File: src/rtl/cordic_channel_scheduler.sv
// rtl/cordic_channel_scheduler.sv - round-robin front end that shares one vectoring CORDIC across NUM_CH channels.
// Optional watchdog on lost results: CORDIC_SCHED_TIMEOUT_EN (adds TIMEOUT parameter and ERR_TIMEOUT port).
module cordic_channel_scheduler #(
  parameter int NUM_CH    = 4,
  parameter int DATA_W    = 48,
  parameter int TAG_DEPTH = 32
`ifdef CORDIC_SCHED_TIMEOUT_EN
  , parameter int TIMEOUT = 256
`endif
) (
  input  logic                         CLK,
  input  logic                         RST,
  input  logic [NUM_CH-1:0]            S_VALID,
  output logic [NUM_CH-1:0]            S_READY,
  input  logic [NUM_CH*DATA_W-1:0]     S_X,
  input  logic [NUM_CH*DATA_W-1:0]     S_Y,
  input  logic                         FLUSH,
  output logic                         FLUSH_DONE,
  output logic                         C_RST,
  output logic                         C_DIN_VALID,
  output logic [DATA_W-1:0]            C_DIN_X,
  output logic [DATA_W-1:0]            C_DIN_Y,
  input  logic                         C_DOUT_VALID,
  input  logic [DATA_W-1:0]            C_DOUT_X,
  input  logic [DATA_W-1:0]            C_DOUT_A,
  output logic                         M_VALID,
  output logic [$clog2(NUM_CH)-1:0]    M_CH,
  output logic [DATA_W-1:0]            M_MAG,
  output logic [DATA_W-1:0]            M_PHASE,
  output logic                         BUSY,
  output logic                         ERR_ORPHAN
`ifdef CORDIC_SCHED_TIMEOUT_EN
  , output logic                       ERR_TIMEOUT
`endif
);

  localparam int CH_W  = $clog2(NUM_CH);
  localparam int PTR_W = $clog2(TAG_DEPTH);
  localparam int CNT_W = PTR_W + 1;
  localparam logic [CNT_W-1:0] FULL_CNT = CNT_W'(TAG_DEPTH);

  typedef enum logic [1:0] {ST_RUN, ST_DRAIN, ST_DONE, ST_HOLD} state_t;

  state_t              state_q, state_d;
  logic [CH_W-1:0]     last_grant_q, last_grant_d;
  logic [CNT_W-1:0]    outstanding_q, outstanding_d;
  logic [PTR_W-1:0]    wr_ptr_q, wr_ptr_d;
  logic [PTR_W-1:0]    rd_ptr_q, rd_ptr_d;
  logic [CH_W-1:0]     tag_mem_q [TAG_DEPTH];
  logic [CH_W-1:0]     tag_mem_d [TAG_DEPTH];
  logic                c_din_valid_q, c_din_valid_d;
  logic [DATA_W-1:0]   c_din_x_q, c_din_x_d;
  logic [DATA_W-1:0]   c_din_y_q, c_din_y_d;
  logic                m_valid_q, m_valid_d;
  logic [CH_W-1:0]     m_ch_q, m_ch_d;
  logic [DATA_W-1:0]   m_mag_q, m_mag_d;
  logic [DATA_W-1:0]   m_phase_q, m_phase_d;
  logic                err_orphan_q, err_orphan_d;
  logic                flush_done_q, flush_done_d;

  logic [DATA_W-1:0]   s_x_arr [NUM_CH];
  logic [DATA_W-1:0]   s_y_arr [NUM_CH];
  logic [CH_W:0]       cand_sum;
  logic [CH_W-1:0]     cand;
  logic [CH_W-1:0]     grant_idx;
  logic                found;
  logic                grant_ok;
  logic                transfer;
  logic                fifo_empty;
  logic                pop;
  logic                orphan;
  logic                tmo_fire;

  always_comb begin
    for (int k = 0; k < NUM_CH; k++) begin
      s_x_arr[k] = S_X[k*DATA_W +: DATA_W];
      s_y_arr[k] = S_Y[k*DATA_W +: DATA_W];
    end
  end

  // Search starts one past the last winner and wraps, giving strict rotation.
  always_comb begin
    found     = 1'b0;
    grant_idx = last_grant_q;
    cand_sum  = '0;
    cand      = '0;
    for (int i = 1; i <= NUM_CH; i++) begin
      cand_sum = {1'b0, last_grant_q} + (CH_W+1)'(i);
      if (cand_sum >= (CH_W+1)'(NUM_CH)) begin
        cand_sum = cand_sum - (CH_W+1)'(NUM_CH);
      end
      cand = cand_sum[CH_W-1:0];
      if (!found && S_VALID[cand]) begin
        found     = 1'b1;
        grant_idx = cand;
      end
    end
  end

  assign fifo_empty = (outstanding_q == '0);
  assign pop        = C_DOUT_VALID && !fifo_empty;
  assign orphan     = C_DOUT_VALID && fifo_empty;
  assign grant_ok   = !RST && (state_q == ST_RUN) && (outstanding_q < FULL_CNT) && !tmo_fire;
  assign transfer   = grant_ok && found;

  always_comb begin
    S_READY = '0;
    if (transfer) begin
      S_READY[grant_idx] = 1'b1;
    end
  end

`ifdef CORDIC_SCHED_TIMEOUT_EN
  localparam int TMO_W = $clog2(TIMEOUT + 1);
  logic [TMO_W-1:0] tmo_cnt_q, tmo_cnt_d;
  logic             err_timeout_q, err_timeout_d;

  assign tmo_fire = !fifo_empty && !C_DOUT_VALID && (tmo_cnt_q == TMO_W'(TIMEOUT - 1));

  always_comb begin
    tmo_cnt_d     = (fifo_empty || C_DOUT_VALID) ? '0 : tmo_cnt_q + 1'b1;
    err_timeout_d = err_timeout_q;
    if (tmo_fire) begin
      tmo_cnt_d     = '0;
      err_timeout_d = 1'b1;
    end
  end

  always_ff @(posedge CLK) begin
    if (RST) begin
      tmo_cnt_q     <= '0;
      err_timeout_q <= 1'b0;
    end else begin
      tmo_cnt_q     <= tmo_cnt_d;
      err_timeout_q <= err_timeout_d;
    end
  end

  assign ERR_TIMEOUT = err_timeout_q;
`else
  assign tmo_fire = 1'b0;
`endif

  always_comb begin
    last_grant_d  = last_grant_q;
    outstanding_d = outstanding_q;
    wr_ptr_d      = wr_ptr_q;
    rd_ptr_d      = rd_ptr_q;
    tag_mem_d     = tag_mem_q;
    c_din_valid_d = transfer;
    c_din_x_d     = c_din_x_q;
    c_din_y_d     = c_din_y_q;
    m_valid_d     = pop;
    m_ch_d        = m_ch_q;
    m_mag_d       = m_mag_q;
    m_phase_d     = m_phase_q;
    err_orphan_d  = err_orphan_q | orphan;

    if (transfer) begin
      last_grant_d        = grant_idx;
      c_din_x_d           = s_x_arr[grant_idx];
      c_din_y_d           = s_y_arr[grant_idx];
      tag_mem_d[wr_ptr_q] = grant_idx;
      wr_ptr_d            = wr_ptr_q + 1'b1;
    end

    if (pop) begin
      rd_ptr_d  = rd_ptr_q + 1'b1;
      m_ch_d    = tag_mem_q[rd_ptr_q];
      m_mag_d   = C_DOUT_X;
      m_phase_d = C_DOUT_A;
    end

    case ({transfer, pop})
      2'b10:   outstanding_d = outstanding_q + 1'b1;
      2'b01:   outstanding_d = outstanding_q - 1'b1;
      default: outstanding_d = outstanding_q;
    endcase

    // A watchdog expiry abandons everything in flight; late results become orphans.
    if (tmo_fire) begin
      outstanding_d = '0;
      wr_ptr_d      = '0;
      rd_ptr_d      = '0;
    end
  end

  always_comb begin
    state_d      = state_q;
    flush_done_d = 1'b0;
    case (state_q)
      ST_RUN:   if (FLUSH) state_d = ST_DRAIN;
      ST_DRAIN: begin
        if (fifo_empty) begin
          state_d      = ST_DONE;
          flush_done_d = 1'b1;
        end
      end
      ST_DONE:  state_d = ST_HOLD;
      ST_HOLD:  if (!FLUSH) state_d = ST_RUN;
      default:  state_d = ST_RUN;
    endcase
  end

  always_ff @(posedge CLK) begin
    if (RST) begin
      state_q       <= ST_RUN;
      last_grant_q  <= CH_W'(NUM_CH - 1);
      outstanding_q <= '0;
      wr_ptr_q      <= '0;
      rd_ptr_q      <= '0;
      c_din_valid_q <= 1'b0;
      c_din_x_q     <= '0;
      c_din_y_q     <= '0;
      m_valid_q     <= 1'b0;
      m_ch_q        <= '0;
      m_mag_q       <= '0;
      m_phase_q     <= '0;
      err_orphan_q  <= 1'b0;
      flush_done_q  <= 1'b0;
    end else begin
      state_q       <= state_d;
      last_grant_q  <= last_grant_d;
      outstanding_q <= outstanding_d;
      wr_ptr_q      <= wr_ptr_d;
      rd_ptr_q      <= rd_ptr_d;
      c_din_valid_q <= c_din_valid_d;
      c_din_x_q     <= c_din_x_d;
      c_din_y_q     <= c_din_y_d;
      m_valid_q     <= m_valid_d;
      m_ch_q        <= m_ch_d;
      m_mag_q       <= m_mag_d;
      m_phase_q     <= m_phase_d;
      err_orphan_q  <= err_orphan_d;
      flush_done_q  <= flush_done_d;
    end
  end

  // Tag storage needs no reset: the pointers alone define what is valid.
  always_ff @(posedge CLK) begin
    tag_mem_q <= tag_mem_d;
  end

  assign C_RST       = RST;
  assign C_DIN_VALID = c_din_valid_q;
  assign C_DIN_X     = c_din_x_q;
  assign C_DIN_Y     = c_din_y_q;
  assign M_VALID     = m_valid_q;
  assign M_CH        = m_ch_q;
  assign M_MAG       = m_mag_q;
  assign M_PHASE     = m_phase_q;
  assign BUSY        = !fifo_empty;
  assign ERR_ORPHAN  = err_orphan_q;
  assign FLUSH_DONE  = flush_done_q;

endmodule

File: config.mk
export PLATFORM = sky130hd
export DESIGN_NAME = cordic_channel_scheduler
export DESIGN_NICKNAME = d
export VERILOG_FILES = /design/src/rtl/cordic_channel_scheduler.sv
export SDC_FILE = /design/constraint.sdc
export NUM_CORES = 1
export LEC_CHECK = 0
export CAP_MARGIN = 20
export CORE_AREA = 2 2 266 268
export CTS_CLUSTER_SIZE = 10
export DETAILED_ROUTE_END_ITERATION = 10
export DIE_AREA = 0 0 268 270
export PLACE_DENSITY_LB_ADDON = 0.12
export SYNTH_ARGS = -nofsm -noshare
export SYNTH_HDL_FRONTEND = slang
export SYNTH_SLANG_ARGS = --single-unit
File: constraint.sdc
create_clock -name CLK -period 9.4 [get_ports CLK]
set_input_delay 2.82 -clock CLK [delete_from_list [all_inputs] [get_ports CLK]]
set_output_delay 2.82 -clock CLK [all_outputs]
set_load 0.01 [all_outputs]
==> out/qor.log <==
[outcome] status finished clean
[synth] asr flop ratio synth 0%
[worst_hold_path] endpoint of the worst hold-timing path M_MAG[43]$_SDFFE_PP0P_
[critical_path] required time of the critical path 6.58 ns
[synth] area reported by Yosys stat 0.0144 mm^2
[final_layout] layout cells sized above 1 4.39%
[critical_path] RR Startpoint outstanding_q[1]$_SDFFE_PP0P_
[floorplanning] die span in x 268 um
[critical_path] endpoint of the worst register-to-register path outstanding_q[4]$_SDFFE_PP0P_
[detailed_routing] Antenna Nets Post-Route 0
[sta] final hold violation count 0
[placed_design] post-DP HPWL 51800 um
[detailed_routing] final routed DRC violation total 0
[synth] number of enable flip-flop cells 64
[detailed_routing] vias per cell 4.77
[final_layout] number of filler instances in the final layout 7234
[detailed_routing] starting DRC count in detailed routing 958
[sta] share of the clock period used by the worst path 87.1%
[synth] yosys warns 0
[global_route] total gr overflow 0
[synth] syn_area_per_cell 8.72 um^2
[pwr] pwr dens 287 mW/mm^2
[critical_path] crit path DAT 5.36 ns
[placed_design] gpl congestion 0.882
[clock_network] cts bufs inserted 40
[worst_hold_path] startpoint of the lowest-slack hold path M_MAG[43]$_SDFFE_PP0P_
[synth] number of cells in the yosys synthesis report 1647
[placed_design] number of port buffers 691
[global_route] number of global-route vias before repair 15300
[clock_network] clock slew at the register clock pins of the worst setup and hold paths 0.05 ns
[synth] Post-synth seq share 43.8%
[final_layout] highest-count logic cell in the final layout clkdlybuf4s50_1
[sta] setup repair after global routing missed its margin no
[synth] synthesized flop and latch total 282
[sta] Fmax achieved 0.122 GHz
[detailed_routing] met1 routed wirelength after detailed routing 28400 um
[synth] dominant register cell in the synthesized netlist dfxtp_1
[detailed_routing] DR WL met2 37500 um
[final_layout] most frequent cells in the layout 690 x clkdlybuf4s50_1, 218 x dfxtp_1, 206 x nand2_1
[sta] number of pins with negative max-slew slack in the final report 0
[final_layout] Area Growth Syn to Fin 62.2%
[clock_network] number of hold buffers added after cts 0
[clock_network] TritonCTS clock tree yes
[floorplanning] Die Area 0.0724 mm^2
[critical_path] crit path launch type primary input
[clock_network] clk_lat worst skew 0.57 ns
[critical_path] CP startpoint S_VALID[0]
[detailed_routing] DR vias 15300
[worst_hold_path] class of the most critical hold timing path reg2reg
[critical_path] Worst Reg2Reg Path Length in Cells 12
[clock_network] clock buffer depth 3
[synth] net count after synthesis 2148
[synth] synthesized instance count 1647
[final_layout] net count reported at finish 2729
[pwr] leakage 0.00858 uW
[pwr] maximum ir drop on the vdd rail 0.000224 V
[floorplanning] core outline area 0.0695 mm^2
[sta] Sum Neg Setup Slack 0 ns
[synth] cell area after synthesis 0.0144 mm^2
[global_route] antenna violations before repair 20
[detailed_routing] highest routed layer met5
[placed_design] minimum setup slack after placement 1.21 ns
[clock_network] TritonCTS sink count 282
[sta] Max Clock Skew 0.0262 ns
[sta] slack of the critical path 1.22 ns
[detailed_routing] post-detailed-routing wire length 73400 um
[critical_path] highest fanout seen on the critical path 6
[run] MaxCap Viol Count 0
[global_route] global-route wire length before repair 105000 um
[floorplanning] # IOs 692
[clock_network] number of levels in the clock H-tree 2
[global_route] overall routing resource usage 19.4%
[floorplanning] y dimension of the die 270 um
[detailed_routing] length of the first detailed-routing pass in iterations 5
[clock_network] post-CTS resize count 0
[worst_hold_path] hold path cells 2
[floorplanning] FP Core Util 20.7%
[sta] max_slew headroom 25.1%
[critical_path] kind of critical path in2out
[sta] final-report setup violation count 0
how the worst max path moves through the flow:
stage                  to  slack, ns
2_1_floorplan  S_READY[0]       2.00
3_3_place_gp   S_READY[0]       1.24
3_5_place_dp   S_READY[0]       1.21
4_1_cts        S_READY[0]       1.21
5_1_grt        S_READY[0]       1.14
6_report       S_READY[0]       1.22
cell usage after synthesis, drive strengths merged, types with 3 or more instances:
master / number / area (um^2)
a22oi: 10 / 75.1
a32o: 98 / 981
dfxtp: 218 / 4360
xor2: 8 / 70.1
nand3: 5 / 25.0
o21ai: 5 / 25.0
o31ai: 192 / 1440
o211ai: 195 / 1460
nor2: 51 / 191
clkbuf: 131 / 492
nor3: 10 / 50.1
nand2b: 5 / 31.3
or3: 5 / 31.3
or3b: 3 / 26.3
xnor2: 3 / 26.3
nand2: 208 / 788
nor2b: 7 / 43.8
edfxtp: 64 / 1920
nand4: 3 / 18.8
ha: 13 / 163
a21o: 3 / 22.5
buf: 45 / 228
mux2i: 23 / 230
mux4: 8 / 180
a21oi: 109 / 546
inv: 204 / 766
registers in the layout (all words and copies together), names as in the netlist:
signal and cells:
C_DIN_VALID 1, C_DIN_X 48, C_DIN_Y 48, ERR_ORPHAN 1, FLUSH_DONE 1, M_CH 2
M_MAG 48, M_PHASE 48, M_VALID 1, last_grant_q 2, outstanding_q 6, rd_ptr_q 5
state_q 2, tag_mem_q 64, wr_ptr_q 5
routing by layer:
layer / up-vias / track usage [%]
li1: 7188 / -
met1: 7363 / 22.2
met3: 106 / 6.10
met2: 588 / 34.8
met5: - / 0
met4: 16 / 4.51
worst max-delay path: stages:
cell and delay [ns]:
clkdlybuf4s50_1 0.48, or4_1 0.71, and4_4 0.28, inv_1 0.32
nor3_1 0.08, buf_4 0.18, clkdlybuf4s50_1 0.48
power by group:
group / switching [uW] / internal, uW
clock: 606 / 888
sequential: 230 / 1670
combinational: 1850 / 1450
total: 2690 / 4010
metrics by stage:
| step | cell area (um^2) | power [uW] | std cells | utilization, % | hold WS [ns] |
|---|---|---|---|---|---|
| 2_1_floorplan | 14400 | 3600 | 1647 | - | 0.481 |
| 3_3_place_gp | 22000 | 5220 | 3125 | 31.6 | 0.441 |
| 3_5_place_dp | 22000 | 5240 | 3125 | 31.6 | 0.446 |
| 4_1_cts | 23300 | 6790 | 3195 | 33.5 | 0.454 |
| 5_1_grt | 23300 | 7110 | 3201 | 33.5 | 0.468 |
| 6_report | 23300 | 6700 | 3201 | 33.5 | 0.451 |
final cells by class:
type | instances | area [um^2] | area share [%]
antenna | 5 | 12.5 | 0.0537
multi-input combinational | 985 | 6640 | 28.5
inverter | 204 | 774 | 3.32
clock buffer | 57 | 1080 | 4.65
timing repair buffer | 715 | 7150 | 30.7
clock inverter | 13 | 176 | 0.757
tap | 940 | 1180 | 5.05
sequential | 282 | 6290 | 27.0
logic make-up after synthesis:
family,share of synthesized area [%]
xor+xnor,0.671
simple gates,8.85
fa+ha+maj,1.13
buf+inv,10.3
flops,43.8
mux,2.93
compound gates,32.3
Fig. 1: placement view
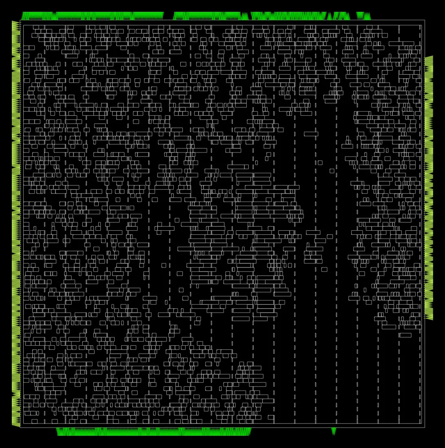
core utilization of the finished layout: 33.5%
number of standard-cell rows in the floorplan: 97
number of standard cells in the final layout excluding fillers: 3201

Fig. 2: logic cells by family
Scale bar: 100 um.
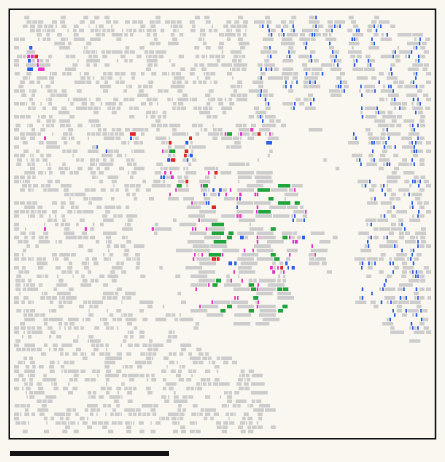
- nand cells: blue (cells 223)
- and/or cells: red (cells 14)
- nor cells: magenta (cells 69)
- mux cells: green (cells 32; where middle)

Fig. 3: routed clock nets over the placement
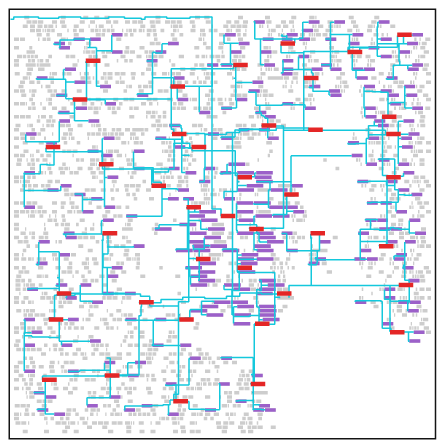
- flip-flops: purple (count 282)
- clock wires: cyan (length 5370 um)
- clock-net drivers: red (count 40)
- routed clock nets: 41

Fig. 4: wiring heat map
The die is cut into 27 by 27 equal tiles; black is low, pale yellow is high, scaled to the fullest tile. Values are wire area over tile area, all layers added.
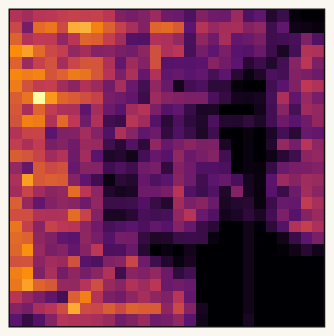
- tiles over half the peak: 16%
- fullest tile: 0.56
- emptiest ninth of the die: bottom right
- nearly empty tiles: 13%

Fig. 5: zoomed window
Scale bar: 10 um. Window x 122 to 147, y 68 to 93 um. Cells in grey, sequential cells in the stronger grey; small squares are vias.
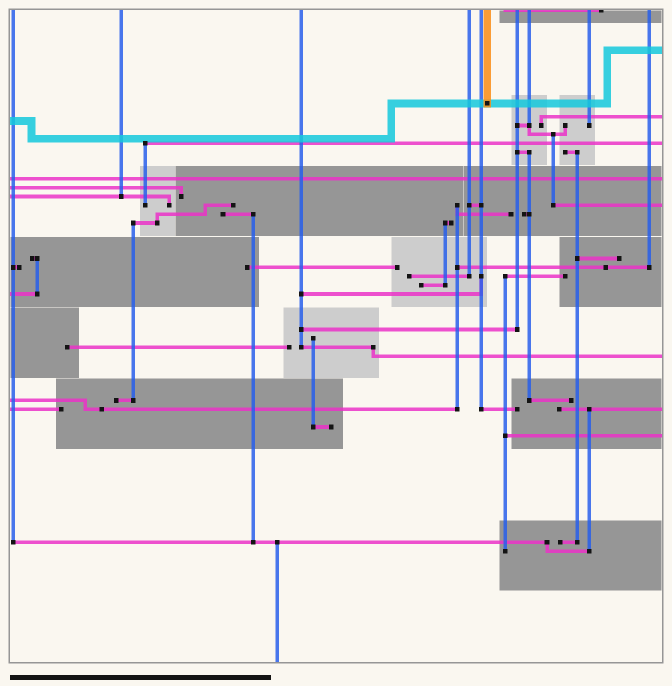
- M2: blue
- M3: cyan
- M1: magenta
- M4: orange
- cells with their middle in the window: 11
- netlist names of flops here include: tag_mem_q (6)
- sequential cells in the window: 6
- most frequent: edfxtp_1 (6), nor2_1 (3), mux2i_1 (2)

Power and IR drop assume default switching activity.
